`src/rtl/shift_8x64_pkg.sv`:
```
// Shared defaults and types for the shift_8x64 frame buffer.
//   WIDTH_DEF       : byte width of each entry
//   DEPTH_DEF       : entries per frame (power of two)
//   TAP_SPACING_DEF : distance between tap markers (divides DEPTH)
//   PTR_W           : pointer width for the default depth
//   state_t         : FILL accepts a frame, DRAIN unloads it
package shift_8x64_pkg;

    localparam int WIDTH_DEF       = 8;
    localparam int DEPTH_DEF       = 64;
    localparam int TAP_SPACING_DEF = 16;
    localparam int PTR_W           = $clog2(DEPTH_DEF);

    typedef enum logic {
        FILL  = 1'b0,
        DRAIN = 1'b1
    } state_t;

endpackage

```
`src/rtl/shift_8x64_mem.sv`:
```
// DEPTH x WIDTH register array, one synchronous write port and one
// combinational read port. Contents are deliberately not reset.
//   clk   : clock
//   we    : write enable
//   waddr : write address
//   wdata : write data
//   raddr : read address
//   rdata : read data (combinational)
module shift_8x64_mem
    import shift_8x64_pkg::*;
#(
    parameter int WIDTH = WIDTH_DEF,
    parameter int DEPTH = DEPTH_DEF,
    parameter int AW    = $clog2(DEPTH)
) (
    input  logic             clk,
    input  logic             we,
    input  logic [AW-1:0]    waddr,
    input  logic [WIDTH-1:0] wdata,
    input  logic [AW-1:0]    raddr,
    output logic [WIDTH-1:0] rdata
);

    logic [WIDTH-1:0] mem [DEPTH];

    always_ff @(posedge clk) begin
        if (we) mem[waddr] <= wdata;
    end

    assign rdata = mem[raddr];

endmodule

```
`src/rtl/shift_8x64_unload.sv`:
```
// Frame buffer: collects DEPTH bytes in FILL, then unloads them in DRAIN
// with a valid/ready handshake, marking tap and last positions.
// Optional feature: define SHIFT_UNLOAD_REVERSE_EN to drain the frame
// last-written byte first (taps/last mirrored accordingly).
//   clk, rst  : clock, synchronous active-high reset
//   in_valid / in_ready / in_data   : upstream byte stream
//   flush     : abort current frame, back to empty FILL
//   out_valid / out_ready / out_data : downstream byte stream
//   out_tap   : current output index is a tap position
//   out_last  : current output is the final byte of the frame
//   busy      : high while draining
module shift_8x64_unload
    import shift_8x64_pkg::*;
#(
    parameter int WIDTH       = WIDTH_DEF,
    parameter int DEPTH       = DEPTH_DEF,
    parameter int TAP_SPACING = TAP_SPACING_DEF
) (
    input  logic             clk,
    input  logic             rst,
    input  logic             in_valid,
    output logic             in_ready,
    input  logic [WIDTH-1:0] in_data,
    input  logic             flush,
    output logic             out_valid,
    input  logic             out_ready,
    output logic [WIDTH-1:0] out_data,
    output logic             out_tap,
    output logic             out_last,
    output logic             busy
);

    localparam int            AW       = $clog2(DEPTH);
    localparam logic [AW-1:0] PTR_MAX  = AW'(DEPTH - 1);
    // TAP_SPACING divides a power-of-two DEPTH, so it is itself a power
    // of two and the in-group offset is just the low pointer bits.
    localparam logic [AW-1:0] TAP_MASK = AW'(TAP_SPACING - 1);

`ifdef SHIFT_UNLOAD_REVERSE_EN
    localparam bit            REVERSE  = 1'b1;
    localparam logic [AW-1:0] RD_START = PTR_MAX;
    localparam logic [AW-1:0] RD_LAST  = '0;
    localparam logic [AW-1:0] RD_TAP   = '0;
`else
    localparam bit            REVERSE  = 1'b0;
    localparam logic [AW-1:0] RD_START = '0;
    localparam logic [AW-1:0] RD_LAST  = PTR_MAX;
    localparam logic [AW-1:0] RD_TAP   = TAP_MASK;
`endif

    state_t           state, state_nxt;
    logic [AW-1:0]    wr_ptr, wr_ptr_nxt;
    logic [AW-1:0]    rd_ptr, rd_ptr_nxt;
    logic             we;
    logic [WIDTH-1:0] rd_data;

    shift_8x64_mem #(
        .WIDTH (WIDTH),
        .DEPTH (DEPTH),
        .AW    (AW)
    ) u_mem (
        .clk   (clk),
        .we    (we),
        .waddr (wr_ptr),
        .wdata (in_data),
        .raddr (rd_ptr),
        .rdata (rd_data)
    );

    always_ff @(posedge clk) begin
        if (rst) begin
            state  <= FILL;
            wr_ptr <= '0;
            rd_ptr <= '0;
        end else begin
            state  <= state_nxt;
            wr_ptr <= wr_ptr_nxt;
            rd_ptr <= rd_ptr_nxt;
        end
    end

    always_comb begin
        state_nxt  = state;
        wr_ptr_nxt = wr_ptr;
        rd_ptr_nxt = rd_ptr;
        in_ready   = 1'b0;
        out_valid  = 1'b0;
        busy       = 1'b0;
        out_data   = '0;
        out_tap    = 1'b0;
        out_last   = 1'b0;
        we         = 1'b0;

        case (state)
            FILL: begin
                in_ready = 1'b1;
                if (in_valid && !flush) begin
                    // Reset also blocks the write so an aborted cycle
                    // leaves the array exactly as it was.
                    we         = !rst;
                    wr_ptr_nxt = wr_ptr + 1'b1;
                    if (wr_ptr == PTR_MAX) begin
                        state_nxt  = DRAIN;
                        rd_ptr_nxt = RD_START;
                    end
                end
            end
            DRAIN: begin
                out_valid = 1'b1;
                busy      = 1'b1;
                out_data  = rd_data;
                out_tap   = (rd_ptr & TAP_MASK) == RD_TAP;
                out_last  = rd_ptr == RD_LAST;
                if (out_ready && !flush) begin
                    if (rd_ptr == RD_LAST) begin
                        state_nxt  = FILL;
                        wr_ptr_nxt = '0;
                        rd_ptr_nxt = '0;
                    end else if (REVERSE) begin
                        rd_ptr_nxt = rd_ptr - 1'b1;
                    end else begin
                        rd_ptr_nxt = rd_ptr + 1'b1;
                    end
                end
            end
            default: state_nxt = FILL;
        endcase

        // Flush overrides any handshake in the same cycle.
        if (flush) begin
            state_nxt  = FILL;
            wr_ptr_nxt = '0;
            rd_ptr_nxt = '0;
        end
    end

endmodule

```
`config.mk`:
```
export PLATFORM = sky130hd
export DESIGN_NAME = shift_8x64_unload
export DESIGN_NICKNAME = d
export VERILOG_FILES = /design/src/rtl/shift_8x64_pkg.sv /design/src/rtl/shift_8x64_mem.sv /design/src/rtl/shift_8x64_unload.sv
export SDC_FILE = /design/constraint.sdc
export NUM_CORES = 1
export LEC_CHECK = 0
export ABC_AREA = 1
export CORE_ASPECT_RATIO = 0.6
export CORE_MARGIN = 2
export CORE_UTILIZATION = 60
export DETAILED_ROUTE_END_ITERATION = 10
export GPL_ROUTABILITY_DRIVEN = 0
export PLACE_DENSITY = 0.82
export SLEW_MARGIN = 0
export SYNTH_ARGS = -nofsm -noshare
export SYNTH_HDL_FRONTEND = slang
export SYNTH_HIERARCHICAL = 1
export SYNTH_SLANG_ARGS = --single-unit
export TNS_END_PERCENT = 100
```
`constraint.sdc`:
```
create_clock -name clk -period 3.5 [get_ports clk]
set_clock_uncertainty 0.05 [all_clocks]
set_input_delay 0.35 -clock clk [delete_from_list [all_inputs] [get_ports clk]]
set_output_delay 0.35 -clock clk [all_outputs]
set_load 0.05 [all_outputs]
```
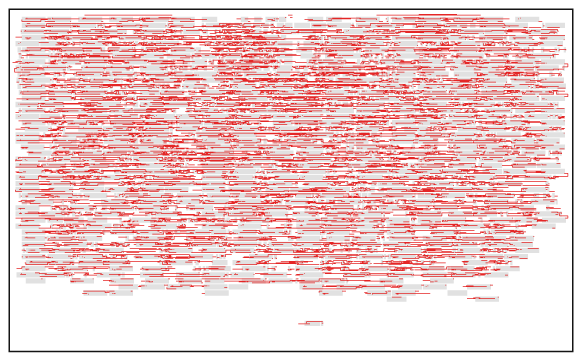
**Above:** M1 wires.
Cells faint in the background.
nets with wire on the layer	1,876
share of all routed wire	38%
wire length on this layer	21.3 mm
main direction	horizontal

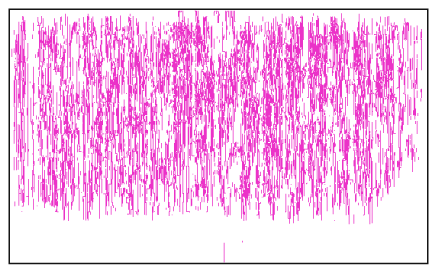
**Above:** the metal 2 layer.
main direction	vertical
nets with wire on the layer	1,567
wire length on this layer	24.8 mm
share of all routed wire	44%

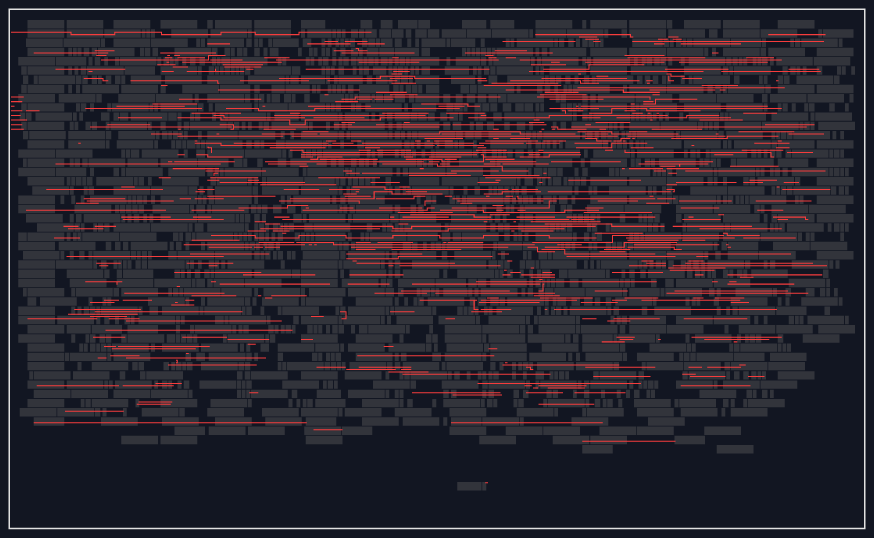
**Above:** met3 routing.
Cells faint in the background.
share of all routed wire	16%
wire length on this layer	8,960 µm

==> reports/metrics.cfg <==
[layout]
largest_reg_flops = 512
area_share_nonclk_buffers_pct = 4.73
seq_share_pct = 64.1

[synth]
syn_nets = 1950
yosys.stat.seqShare_pct = 71.0
top_cells_by_count = nand2_1 (685), edfxtp_1 (512), nand3_1 (453)
async_flop_share_pct = 0
largest_area_cell = edfxtp_1
top_cells_by_area = edfxtp_1 (70%), nand2_1 (12%), nand3_1 (10%)
ys_warn_count = 6
fa_ha_area_share_pct = 0.114
aoi_share_pct = 0.375
top_logic_kind = simple AND/OR/NAND/NOR gates

[pwr]
p_clk_uw = 5040
comb_power_share_pct = 1.3
switching_share_pct = 19.1

[setup_path]
cpMostUsedCell = nand2_1
crit_chain = inv_8, buf_12, nand2_1, nand3_1, nand3_1, nand2_1, nand2_1, nand3_1, nand3_1, nand2_1, nand2_1, inv_1, buf_12
reg2reg_depth = 7
crit_path_start = rd_ptr[0]$_SDFFE_PP0P_
cp.required_ns = 3.10
start_kind = register

[cts]
clk_latency_ns = 0.58
clkTransAtPathRegs_ns = 0.07
cts_sinks = 525
htreeDepth = 2

[grt]
grt_use_met1_pct = 43.5
grt_start_max_net_pins = 113

[final_timing]
slew_headroom_pct = 15.0
timing.fmax_mhz = 300

[drt]
wl_per_cell_um = 22.7
drt_pass1_iterations = 7
vias_per_cell = 6.26

[die]
dieArea_um2 = 38300
num_io_pins = 26

[placed_design]
portBuffers = 25

[run_status]
outcome = complete, no violations

[worst_hold_path]
min_path_cells = 1

